==> config.mk <==
export PLATFORM = sky130hd
export DESIGN_NAME = correlation_stream
export DESIGN_NICKNAME = d
export VERILOG_FILES = /design/src/rtl/corr_pkg.sv /design/src/rtl/corr_mac.sv /design/src/rtl/correlation_stream.sv
export SDC_FILE = /design/constraint.sdc
export NUM_CORES = 1
export LEC_CHECK = 0
export CORE_MARGIN = 2
export CORE_UTILIZATION = 37
export CTS_CLUSTER_SIZE = 25
export DETAILED_ROUTE_END_ITERATION = 7
export PLACE_DENSITY = 0.58
export SYNTH_ARGS = -nofsm -noshare
export SYNTH_HDL_FRONTEND = slang
export SYNTH_SLANG_ARGS = --single-unit
==> constraint.sdc <==
create_clock -name clock -period 3.9 [get_ports clock]
set_input_delay 0.78 -clock clock [delete_from_list [all_inputs] [get_ports clock]]
set_output_delay 0.78 -clock clock [all_outputs]
set_load 0.005 [all_outputs]
==> src/rtl/corr_pkg.sv <==
// Shared types and sizing helpers for the streaming correlator.
package corr_pkg;

  typedef enum logic [1:0] {
    IDLE  = 2'd0,
    ACCUM = 2'd1,
    DONE  = 2'd2
  } state_t;

  // Exact result width: full product plus headroom for TAPS additions.
  function automatic int acc_width(int data_w, int coef_w, int taps);
    return data_w + coef_w + $clog2(taps);
  endfunction

  // Tap index / fill count width; must be able to hold the value TAPS itself.
  function automatic int idx_width(int taps);
    return $clog2(taps + 1);
  endfunction

  localparam int DEF_TAPS  = 10;
  localparam int DEF_IDX_W = idx_width(DEF_TAPS);

endpackage

==> src/rtl/corr_mac.sv <==
// Single multiply-accumulate unit. The product is registered before the
// accumulate so the multiplier and adder sit in separate cycles.
module corr_mac
  import corr_pkg::*;
#(
  parameter int A_W    = 4,
  parameter int B_W    = 4,
  parameter int ACC_W  = 12,
  parameter int SIGNED = 0
) (
  input  logic             clock,
  input  logic             reset,
  input  logic             clr,
  input  logic             en,
  input  logic [A_W-1:0]   a,
  input  logic [B_W-1:0]   b,
  output logic [ACC_W-1:0] acc
);

  logic [ACC_W-1:0] a_x;
  logic [ACC_W-1:0] b_x;
  logic [ACC_W-1:0] prod;
  logic             prod_vld;

  // Widen operands to the accumulator width; the low ACC_W bits of the
  // product are then correct for both signed and unsigned operands.
  always_comb begin
    if (SIGNED != 0) begin
      a_x = ACC_W'($signed(a));
      b_x = ACC_W'($signed(b));
    end else begin
      a_x = ACC_W'(a);
      b_x = ACC_W'(b);
    end
  end

  // Product register followed by the accumulator.
  always_ff @(posedge clock or negedge reset) begin
    if (!reset) begin
      prod     <= '0;
      prod_vld <= 1'b0;
      acc      <= '0;
    end else if (clr) begin
      prod     <= '0;
      prod_vld <= 1'b0;
      acc      <= '0;
    end else begin
      prod_vld <= en;
      if (en) prod <= a_x * b_x;
      if (prod_vld) acc <= acc + prod;
    end
  end

endmodule

==> src/rtl/correlation_stream.sv <==
// Streaming TAPS-deep correlator with runtime-loadable coefficients.
//
//  state | meaning
//  IDLE  | accepting samples and coefficient writes
//  ACCUM | stepping idx over the taps; last cycle drains the MAC pipeline
//  DONE  | result valid on out_data, waiting for out_ready
module correlation_stream
  import corr_pkg::*;
#(
  parameter  int DATA_W = 4,
  parameter  int COEF_W = 4,
  parameter  int TAPS   = 10,
  parameter  int SIGNED = 0,
  localparam int ACC_W  = acc_width(DATA_W, COEF_W, TAPS),
  localparam int AW     = $clog2(TAPS)
) (
  input  logic              clock,
  input  logic              reset,
  input  logic              clear,
  input  logic              coef_we,
  input  logic [AW-1:0]     coef_addr,
  input  logic [COEF_W-1:0] coef_data,
  input  logic              in_valid,
  output logic              in_ready,
  input  logic [DATA_W-1:0] in_data,
  output logic              out_valid,
  input  logic              out_ready,
  output logic [ACC_W-1:0]  out_data
);

  localparam int IDX_W = idx_width(TAPS);

  state_t            state;
  state_t            state_nx;
  logic [DATA_W-1:0] win  [TAPS];
  logic [COEF_W-1:0] coef [TAPS];
  logic [IDX_W-1:0]  fill;
  logic [IDX_W-1:0]  idx;
  logic [AW-1:0]     sel;
  logic              hs_in;
  logic              start;
  logic              last;
  logic              coef_ok;
  logic              mac_en;
  logic              mac_clr;

  assign hs_in   = in_valid && in_ready;
  assign start   = hs_in && (fill >= IDX_W'(TAPS - 1));
  assign last    = (idx == IDX_W'(TAPS));
  assign coef_ok = coef_we && (state == IDLE) && (32'(coef_addr) < 32'(TAPS));
  assign mac_clr = clear || start;

  // State register.
  always_ff @(posedge clock or negedge reset) begin
    if (!reset) state <= IDLE;
    else        state <= state_nx;
  end

  // Next-state logic; clear overrides everything.
  always_comb begin
    state_nx = state;
    if (clear) begin
      state_nx = IDLE;
    end else begin
      case (state)
        IDLE:    if (start) state_nx = ACCUM;
        ACCUM:   if (last) state_nx = DONE;
        DONE:    if (out_ready) state_nx = IDLE;
        default: state_nx = IDLE;
      endcase
    end
  end

  // Output decode.
  always_comb begin
    in_ready  = 1'b0;
    out_valid = 1'b0;
    mac_en    = 1'b0;
    case (state)
      IDLE:    in_ready = 1'b1;
      ACCUM:   mac_en = !last;
      DONE:    out_valid = 1'b1;
      default: ;
    endcase
  end

  // Sliding window, fill count and tap index.
  always_ff @(posedge clock or negedge reset) begin
    if (!reset) begin
      fill <= '0;
      idx  <= '0;
      for (int i = 0; i < TAPS; i++) win[i] <= '0;
    end else if (clear) begin
      fill <= '0;
      idx  <= '0;
      for (int i = 0; i < TAPS; i++) win[i] <= '0;
    end else begin
      if (hs_in) begin
        for (int i = 0; i < TAPS - 1; i++) win[i] <= win[i+1];
        win[TAPS-1] <= in_data;
        if (fill != IDX_W'(TAPS)) fill <= fill + 1'b1;
      end
      if (start) idx <= '0;
      else if ((state == ACCUM) && !last) idx <= idx + 1'b1;
    end
  end

  // Coefficient bank; writes only land while idle so an in-flight result is untouched.
  always_ff @(posedge clock or negedge reset) begin
    if (!reset) begin
      for (int i = 0; i < TAPS; i++) coef[i] <= '0;
    end else if (!clear && coef_ok) begin
      coef[coef_addr] <= coef_data;
    end
  end

  // Operand select; idx==TAPS is the drain cycle, where the operands are unused.
  always_comb begin
    sel = '0;
    if (idx < IDX_W'(TAPS)) sel = idx[AW-1:0];
  end

  corr_mac #(
    .A_W   (DATA_W),
    .B_W   (COEF_W),
    .ACC_W (ACC_W),
    .SIGNED(SIGNED)
  ) u_mac (
    .clock(clock),
    .reset(reset),
    .clr  (mac_clr),
    .en   (mac_en),
    .a    (win[sel]),
    .b    (coef[sel]),
    .acc  (out_data)
  );

endmodule

**The metal 4 layer**

Supply wires on this layer in gray.
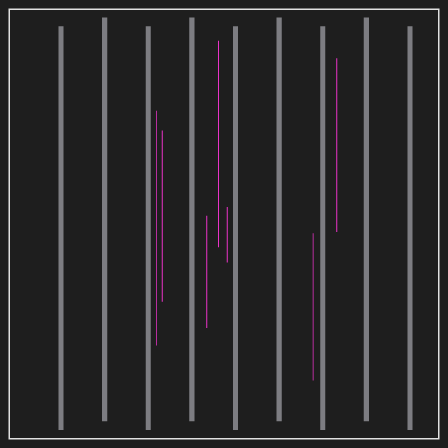
- share of all routed wire: 2.4%
- wire length on this layer: 341 um
- longest straight run: 72.8 um
- nets with wire on the layer: 5
- main direction: vertical

**M1 wires**

Supply wires on this layer in gray.
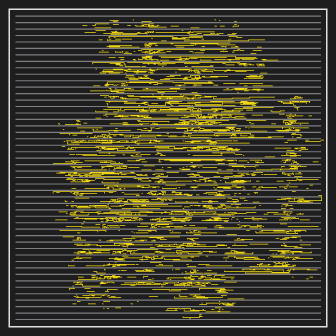
- wire length on this layer: 6,530 um
- longest straight run: 35.9 um

**Zoomed window**

Bar = 10 um. Window x 52 to 82, y 52 to 82 um. Cells in gray, sequential cells in the stronger gray; small squares are vias.
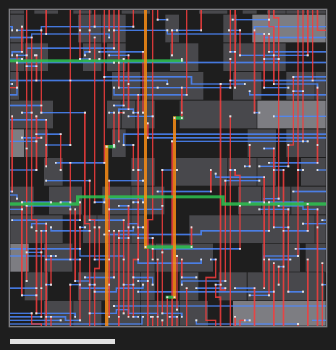
- M2: red
- M1: blue
- M4: orange
- M3: green
- cells with their middle in the window: 64
- most frequent: buf_4 (16), nor2_1 (6), nand2_1 (4)
- netlist names of flops here include: idx (2), win (1)
- sequential cells in the window: 3

**Metal layers overlaid**

Only two layers are drawn.
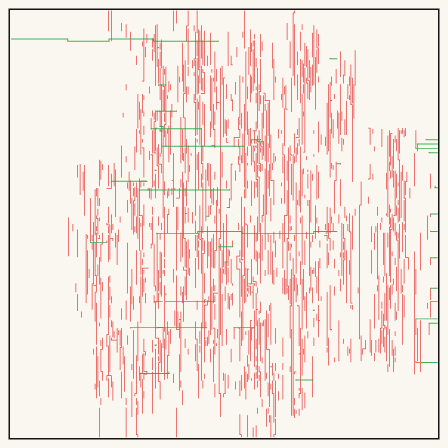
- M3: green (wire length 341 um)
- M2: red (wire length 6,900 um)

==> Changelog: implementation <==
### Physical design

- PwrDens: 336 nW/um^2
- CTS tree: done
- Synthesized area: around 6000 um^2
- Instance area after placement: 6820 um^2
- R2r worst-path depth: 15
- WP data required: 4180 ps
- Syn_area_per_cell: 9.91 um^2
- Clk_lat worst skew: 360 ps
- Finished layout cell area: 7410 um^2
- Peak VDD IR: about 0.22 mV
- Cell Chain, Critical Path: buf_12, mux2_2, a221o_1, a221oi_2, nand2b_4, fa_1, inv_2, fa_1, ha_1, a21o_1, a21oi_2, buf_4, xnor2_2, nand2_1, a21oi_2
- Crit path max-delay cell type: dfrtp_2
- Final Max Slew Viols: 0
- Post-route DRC: 0
- Hold_sp: coef[16]$_DFFE_PN0P_
- Largest net degree at the start of global routing: 75
- Setup WS pre-CTS: -83.1 ps
- #FFs+latches synth: 111
- Critical path endpoint category: flop
- EDFF count, synth: 0
- Failing checks: setup timing
- Total track usage: 0.168
- Log Warnings: 32
- Synth warnings: 0
- Final Hold Vio Count: 0
- Slew of the pin with the lowest slew margin: approximately 1100 ps
- CTS sink cnt: 111
- Hold buffer count at cts: 0
- Site Rows: approximately 47
- Via count: 4,672
- Die ar.: roughly 18,000 um^2
- I/O Pins: 32
- Die Ht: 133 um
- CP delay by family, top: adder cells
- Grt ovf: 0
- Final worst slack: -14.6 ps
- Overall power: 2.49 mW
- XOR/XNOR share of the synthesized area: 0.0241
- Cell Type Count: 57
- Critical path buffers and inverters: 3
- Root Driver: clkbuf_16
- First-pass GRT wire length: 23.9 mm
- Met3 routed WL: 341 um
- Fmax: 255 MHz
- H-tree depth: 3
- Yosys adder share: 0.0689
- Leakage: 3.17 nW
- Initial Utilization: 0.375
- IO buf count: 31
- Yosys Chip Area: 6170 um^2
- Synth mux share: 0.123
- CP Class: flop to flop
- Reg2reg start: idx[0]$_DFFE_PN0P_
- Clock Skew: around 6.0 ps
- Placeable Area: 16,500 um^2
- Nature of the critical path startpoint: flop
- Antenna cell count: 0
- Gpl congestion: 0.819
- Final setup viols: 1
- Vias/cell: between 5 and 6
- Max stage delay on crit path: 520 ps
- Top FF cell, synth: dfrtp_1
- DRT met1 WL: 6.53 mm
- Synthesized net count: 672
- Hold-critical path depth: 1
- Status: finished, violations left
- Register share after synthesis: 0.450
- Worst Path Max Fanout: 7
- Hold WC Path Type: flop to flop
## layout by cell type, fill, tap and decap left out, types with 7 or more instances in the layout
master           netlist  final
ha_1                  26     25
inv_1                 17     14
a222oi_1               8      8
clkbuf_16              0     10
buf_4                  2     36
clkdlybuf4s50_1        0     30
a211oi_1              12      9
xnor2_1               11      9
a21oi_1               67     61
nor2_1                50     47
mux2i_1               22     21
o21ai_1                7      7
nand2b_1              15     14
nand2_1              110    110
o21ai_0                9      7
mux2_2                43     43
dfrtp_1              111    108
## timing repair
action                                  CTS  global route
endpoints found under the setup margin    4             5
cloned                                    1             1
gates resized                            16            25
pin swaps                                 7            22
buffers inserted                          9             5
## registers in the layout, summed over array words and instances, names as in the netlist
register	count
fill	4
u_mac.acc	12
idx	4
coef	40
u_mac.prod	8
win	40
u_mac.prod_vld	1
state	2
## routing by layer
| metal | global-route usage | up-vias |
|---|---|---|
| met2 | 0.276 | 54 |
| met1 | 0.224 | 2325 |
| li1 | - | 2274 |
| met4 | 0.0721 | 0 |
| met3 | 0.0255 | 19 |
| met5 | 0 | - |
## layout make-up
class	instances	area [um^2]	area share
clock buffer	12	256	0.0346
sequential	111	2780	0.375
inverter	17	63.8	0.00861
clock inverter	3	42.5	0.00574
tap	220	275	0.0371
timing repair buffer	74	704	0.0951
multi-input combinational	459	3290	0.443
## through the flow
| step | setup TNS, ps | instances |
|---|---|---|
| after floorplan | 0 | 623 |
| after global routing | -712 | 896 |
| after detailed placement | -210 | 866 |
| final | -14.6 | 896 |
| after global placement | -69.2 | 866 |
| after CTS | -3.81 | 891 |
## final timing paths
kind	end	slack, ps
min in group asynchronous	u_mac.acc[1]$_DFFE_PN0P_	570
hold reg to reg	coef[16]$_DFFE_PN0P_	510
max in group asynchronous	win[35]$_DFFE_PN0P_	2600
hold / removal	coef[16]$_DFFE_PN0P_	510
setup / recovery	u_mac.prod[5]$_DFFE_PN0P_	-10
setup reg to reg	u_mac.prod[5]$_DFFE_PN0P_	-10
## cell usage after synthesis (4+ instances only)
cell type,number,share of area
dfrtp_1,111,0.45
nand2_1,110,0.067
a21oi_1,67,0.054
nor2_1,50,0.030
mux2_2,43,0.078
ha_1,26,0.053
mux2i_1,22,0.036
clkbuf_1,18,0.011
inv_1,17,0.010
nand2b_1,15,0.015
a211oi_1,12,0.015
xnor2_1,11,0.016
buf_2,10,0.0081
o21ai_0,9,0.0073
a222oi_1,8,0.013
o21ai_1,7,0.0057
a21o_1,6,0.0073
xor2_1,6,0.0085
fa_1,5,0.016
mux2_1,5,0.0091
a221oi_1,4,0.0057
buf_1,4,0.0024
o32ai_1,4,0.0057
## power by group
part | internal, mW | leakage, nW | total [mW] | switching, mW
combinational | 0.123 | 1.53 | 0.251 | 0.128
sequential | 1.24 | 1.49 | 1.29 | 0.0525
clock | 0.529 | 0.145 | 0.947 | 0.417
total | 1.89 | 3.17 | 2.49 | 0.598
Power figures rest on the tool's default switching activity, not on a simulated workload.
